**config.mk**
```make
export PLATFORM = sky130hd
export DESIGN_NAME = la_trig_rle_capture
export DESIGN_NICKNAME = d
export VERILOG_FILES = /design/src/rtl/la_trig_rle_capture.sv
export SDC_FILE = /design/constraint.sdc
export NUM_CORES = 2
export LEC_CHECK = 0
export CAP_MARGIN = 10
export CORE_MARGIN = 3
export CORE_UTILIZATION = 61
export DETAILED_ROUTE_END_ITERATION = 8
export PLACE_DENSITY = 0.82
export SLEW_MARGIN = 10
export SYNTH_ARGS = -nofsm -noshare
export SYNTH_HDL_FRONTEND = slang
export SYNTH_SLANG_ARGS = --single-unit
```
**constraint.sdc**
```tcl
create_clock -name axi_clk -period 5.6 [get_ports axi_clk]
set_input_delay 0.84 -clock axi_clk [delete_from_list [all_inputs] [get_ports axi_clk]]
set_output_delay 0.84 -clock axi_clk [all_outputs]
set_load 0.03 [all_outputs]
```
**src/rtl/la_trig_rle_capture.sv**
```systemverilog
// Logic-analyzer capture engine: trigger (immediate/pattern/edge), run-length encoding
// into a show-ahead FIFO with overflow gap markers, AXIS output and AXI-Lite control.
module la_trig_rle_capture #(
  parameter int NCH        = 24,
  parameter int RC_W       = 8,
  parameter int FIFO_DEPTH = 64,
  parameter int ADDR_W     = 12
) (
  input  logic              axi_clk,
  input  logic              axi_reset_n,
  input  logic              axi_awvalid,
  input  logic              axi_wvalid,
  input  logic [ADDR_W-1:0] axi_awaddr,
  input  logic [31:0]       axi_wdata,
  output logic              axi_awready,
  output logic              axi_wready,
  input  logic              axi_arvalid,
  input  logic [ADDR_W-1:0] axi_araddr,
  output logic              axi_arready,
  output logic              axi_rvalid,
  output logic [31:0]       axi_rdata,
  input  logic              axi_rready,
  input  logic              cc_la_enable,
  input  logic [NCH-1:0]    la_data,
  output logic [31:0]       m_tdata,
  output logic              m_tvalid,
  input  logic              m_tready,
  output logic              m_tlast,
  output logic [3:0]        m_tkeep,
  output logic [3:0]        m_tstrb,
  output logic [1:0]        m_tuser,
  output logic              la_hpri_req
);
  localparam int PTR_W = $clog2(FIFO_DEPTH);
  localparam int LVL_W = PTR_W + 1;
  localparam logic [LVL_W-1:0] DEPTH_L = LVL_W'(FIFO_DEPTH);
  localparam logic [LVL_W-1:0] LVL_ONE = LVL_W'(1);
  localparam logic [RC_W-1:0]  RC_MAX  = '1;
  localparam logic [RC_W-1:0]  RC_ONE  = RC_W'(1);
  localparam logic [ADDR_W-3:0] R_CH_EN  = (ADDR_W-2)'(0);
  localparam logic [ADDR_W-3:0] R_CTRL   = (ADDR_W-2)'(1);
  localparam logic [ADDR_W-3:0] R_MASK   = (ADDR_W-2)'(2);
  localparam logic [ADDR_W-3:0] R_VAL    = (ADDR_W-2)'(3);
  localparam logic [ADDR_W-3:0] R_PKT    = (ADDR_W-2)'(4);
  localparam logic [ADDR_W-3:0] R_HTH    = (ADDR_W-2)'(5);
  localparam logic [ADDR_W-3:0] R_LTH    = (ADDR_W-2)'(6);
  localparam logic [ADDR_W-3:0] R_STATUS = (ADDR_W-2)'(7);
  localparam logic [ADDR_W-3:0] R_DROP   = (ADDR_W-2)'(8);

  typedef enum logic [1:0] {IDLE = 2'd0, ARMED = 2'd1, CAPTURE = 2'd2, FLUSH = 2'd3} state_t;
  state_t state, state_nxt;

  logic [NCH-1:0]    ch_en, trig_mask, trig_val;
  logic              ctrl_en;
  logic [1:0]        ctrl_mode;
  logic [7:0]        pkt_len, pkt_eff, tx_cnt;
  logic [15:0]       h_th, l_th, drop_cnt;
  logic              ovf_sticky, gap;
  logic [NCH-1:0]    s_p0, s_prev_p1, run_p1;
  logic [RC_W-1:0]   rc_p1;
  logic [31:0]       mem [FIFO_DEPTH];
  logic [PTR_W-1:0]  wr_ptr, rd_ptr;
  logic [LVL_W-1:0]  level;
  logic [ADDR_W-3:0] wr_idx, rd_idx;
  logic              wr_en, status_wr, trig, load_run, cap_step, flush_push, run_end, data_req;
  logic              push_en, pop, drop, gap_set, gap_clr, not_full;
  logic [31:0]       push_word, data_word;
  logic              unused_bits;

  function automatic logic [RC_W-1:0] rc_sat_inc(input logic [RC_W-1:0] v);
    return (v == RC_MAX) ? v : v + RC_ONE;
  endfunction

  function automatic logic [15:0] cnt_sat_inc(input logic [15:0] v);
    return (v == 16'hFFFF) ? v : v + 16'd1;
  endfunction

  function automatic logic [31:0] pack_word(input logic [RC_W-1:0] rc, input logic [NCH-1:0] d);
    logic [31:0] w;
    w = '0;
    w[NCH+RC_W-1:NCH] = rc;
    w[NCH-1:0] = d;
    return w;
  endfunction

  assign unused_bits = ^{axi_rready, axi_awaddr[1:0], axi_araddr[1:0], axi_wdata};
  assign axi_awready = axi_awvalid & axi_wvalid;
  assign axi_wready  = axi_awvalid & axi_wvalid;
  assign axi_arready = axi_arvalid;
  assign axi_rvalid  = axi_arvalid;
  assign wr_idx      = axi_awaddr[ADDR_W-1:2];
  assign rd_idx      = axi_araddr[ADDR_W-1:2];
  assign wr_en       = axi_awvalid & axi_wvalid & cc_la_enable;
  assign status_wr   = wr_en && (wr_idx == R_STATUS);

  always_ff @(posedge axi_clk or negedge axi_reset_n) begin
    if (!axi_reset_n) begin
      ch_en     <= '0;
      ctrl_en   <= 1'b0;
      ctrl_mode <= 2'd0;
      trig_mask <= '0;
      trig_val  <= '0;
      pkt_len   <= 8'd8;
      h_th      <= 16'(FIFO_DEPTH / 2);
      l_th      <= 16'd2;
    end else if (wr_en) begin
      case (wr_idx)
        R_CH_EN: ch_en <= axi_wdata[NCH-1:0];
        R_CTRL:  {ctrl_mode, ctrl_en} <= axi_wdata[2:0];
        R_MASK:  trig_mask <= axi_wdata[NCH-1:0];
        R_VAL:   trig_val <= axi_wdata[NCH-1:0];
        R_PKT:   pkt_len <= axi_wdata[7:0];
        R_HTH:   h_th <= axi_wdata[15:0];
        R_LTH:   l_th <= axi_wdata[15:0];
        default: ;
      endcase
    end
  end

  always_comb begin
    axi_rdata = 32'hFFFF_FFFF;
    case (rd_idx)
      R_CH_EN:  axi_rdata = 32'(ch_en);
      R_CTRL:   axi_rdata = {29'd0, ctrl_mode, ctrl_en};
      R_MASK:   axi_rdata = 32'(trig_mask);
      R_VAL:    axi_rdata = 32'(trig_val);
      R_PKT:    axi_rdata = {24'd0, pkt_len};
      R_HTH:    axi_rdata = {16'd0, h_th};
      R_LTH:    axi_rdata = {16'd0, l_th};
      R_STATUS: axi_rdata = {ovf_sticky, 7'd0, 16'(level), 6'd0, state};
      R_DROP:   axi_rdata = {16'd0, drop_cnt};
      default:  ;
    endcase
  end

  // Stage p0: masked sample; p1: previous sample, current run and its repeat count
  always_ff @(posedge axi_clk) begin
    s_p0      <= la_data & ch_en;
    s_prev_p1 <= s_p0;
    if (load_run || run_end) run_p1 <= s_p0;
    if (push_en) mem[wr_ptr] <= push_word;
  end

  always_comb begin
    case (ctrl_mode)
      2'd1:    trig = ((s_p0 & trig_mask) == (trig_val & trig_mask));
      2'd2:    trig = |((s_p0 ^ s_prev_p1) & trig_mask);
      default: trig = 1'b1;
    endcase
  end

  always_ff @(posedge axi_clk or negedge axi_reset_n) begin
    if (!axi_reset_n) state <= IDLE;
    else              state <= state_nxt;
  end

  always_comb begin
    state_nxt = state;
    case (state)
      IDLE:    if (ctrl_en) state_nxt = ARMED;
      ARMED:   if (!ctrl_en) state_nxt = IDLE;
               else if (trig) state_nxt = CAPTURE;
      CAPTURE: if (!ctrl_en) state_nxt = FLUSH;
      FLUSH:   state_nxt = IDLE;
      default: state_nxt = IDLE;
    endcase
  end

  always_comb begin
    load_run   = 1'b0;
    cap_step   = 1'b0;
    flush_push = 1'b0;
    case (state)
      ARMED:   load_run = ctrl_en & trig;
      CAPTURE: cap_step = ctrl_en;
      FLUSH:   flush_push = 1'b1;
      default: ;
    endcase
  end

  assign run_end   = cap_step & ((s_p0 != run_p1) | (rc_p1 == RC_MAX));
  assign data_req  = run_end | flush_push;
  assign data_word = pack_word(rc_p1, run_p1);
  assign not_full  = (level != DEPTH_L);
  assign pop       = m_tvalid & m_tready;

  // While a gap is pending, the null marker takes the first free slot and data is dropped
  always_comb begin
    push_en   = 1'b0;
    push_word = data_word;
    drop      = 1'b0;
    gap_set   = 1'b0;
    gap_clr   = 1'b0;
    if (gap) begin
      drop = data_req;
      if (not_full) begin
        push_en   = 1'b1;
        push_word = 32'h0;
        gap_clr   = 1'b1;
      end
    end else if (data_req) begin
      if (not_full) push_en = 1'b1;
      else begin
        drop    = 1'b1;
        gap_set = 1'b1;
      end
    end
  end

  always_ff @(posedge axi_clk or negedge axi_reset_n) begin
    if (!axi_reset_n) begin
      rc_p1       <= RC_ONE;
      wr_ptr      <= '0;
      rd_ptr      <= '0;
      level       <= '0;
      gap         <= 1'b0;
      ovf_sticky  <= 1'b0;
      drop_cnt    <= '0;
      tx_cnt      <= '0;
      la_hpri_req <= 1'b0;
    end else begin
      if (load_run) rc_p1 <= RC_ONE;
      else if (cap_step) rc_p1 <= run_end ? RC_ONE : rc_sat_inc(rc_p1);
      if (push_en) wr_ptr <= wr_ptr + 1'b1;
      if (pop) rd_ptr <= rd_ptr + 1'b1;
      case ({push_en, pop})
        2'b10:   level <= level + LVL_ONE;
        2'b01:   level <= level - LVL_ONE;
        default: ;
      endcase
      if (gap_set) gap <= 1'b1;
      else if (gap_clr) gap <= 1'b0;
      if (status_wr) begin
        ovf_sticky <= 1'b0;
        drop_cnt   <= '0;
      end else if (drop) begin
        ovf_sticky <= 1'b1;
        drop_cnt   <= cnt_sat_inc(drop_cnt);
      end
      if (pop) tx_cnt <= m_tlast ? 8'd0 : tx_cnt + 8'd1;
      if (16'(level) >= h_th) la_hpri_req <= 1'b1;
      else if (16'(level) < l_th) la_hpri_req <= 1'b0;
    end
  end

  assign pkt_eff  = (pkt_len == 8'd0) ? 8'd1 : pkt_len;
  assign m_tvalid = (level != '0);
  assign m_tdata  = mem[rd_ptr];
  assign m_tlast  = m_tvalid & ((tx_cnt == pkt_eff - 8'd1) | ((state == IDLE) & (level == LVL_ONE)));
  assign m_tkeep  = 4'hF;
  assign m_tstrb  = 4'hF;
  assign m_tuser  = 2'b00;
endmodule
```
Fig. 1: met3 routing
(1 px per um)
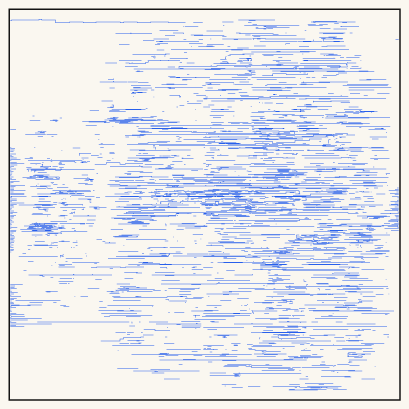
- wire length on this layer: 28.7 mm
- nets with wire on the layer: 973
- share of all routed wire: 12%
fraction of met3 tracks used by global routing: 0.0771
total wire length: 246000 um
total via count in the routed design: 46115

==> results.toml <==
# generated from flow reports
[final_layout]
largest_class = "registers"
signal_buffers = 345
multi_input_gate_share_of_the_layout_cell_area = 0.212
fill_cells = 7805
drive_above_1_share = 0.313
instances_no_fill = 6468

[yosys]
synthesis.instances = 4043
synth.avg_cell_area_um2 = 22.1
syn_area_um2 = 89500
ys_sh_xor = 0.00949

[die]
floorplan.io_pins = 169

[global_routing]
grt_first_pass_wirelength_um = 352000
grt_remaining_overflow = 0

[drt]
detailedRoute.firstIterationViolations = 7213
detailroute.wirelength.met2_um = 125000

[critical_path]
r2r_cells = 10
cp-endpoint = "m_tdata[19]"
critPathArrivalTime_ns = 4.47
path_delay_family = "multiplexers"
timing.critical_path.from = "rd_ptr[1]"

[min_path]
hold_path_class = "in2async"

[cts]
cts-root-to-sink-buffers = 3

[power]
cellLeakagePower_nw = 30.6
ir_worst_vdd_mv = 0.303
total_power_per_unit_cell_area_nw_per_um2 = 433

[sta]
max_fclk_mhz = 188
post-route-period-util = 0.949
timing_hold_violations_final = 0
finClkSkew_ns = 0.0613

[run]
warning_count = 43

[outcome]
run_status = "complete, no violations"
Fig. 2: placed cells, one colour a class
(1 px per um)
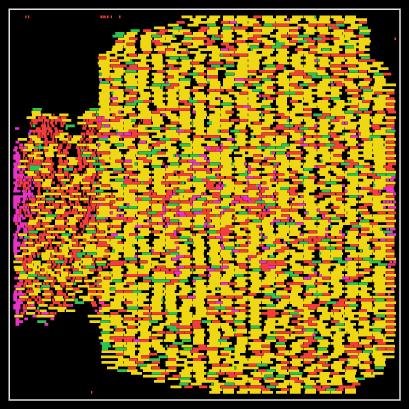
- magenta: remaining buffers and delay cells (cells 345)
- red: remaining logic cells (cells 1533)
- green: clock drivers and dummy loads (cells 392)
- yellow: registers (cells 2291)
Core Footprint: 145000 um^2
utilization after layout: 0.706
standard-cell rows: 139
post-route cell area: 102000 um^2

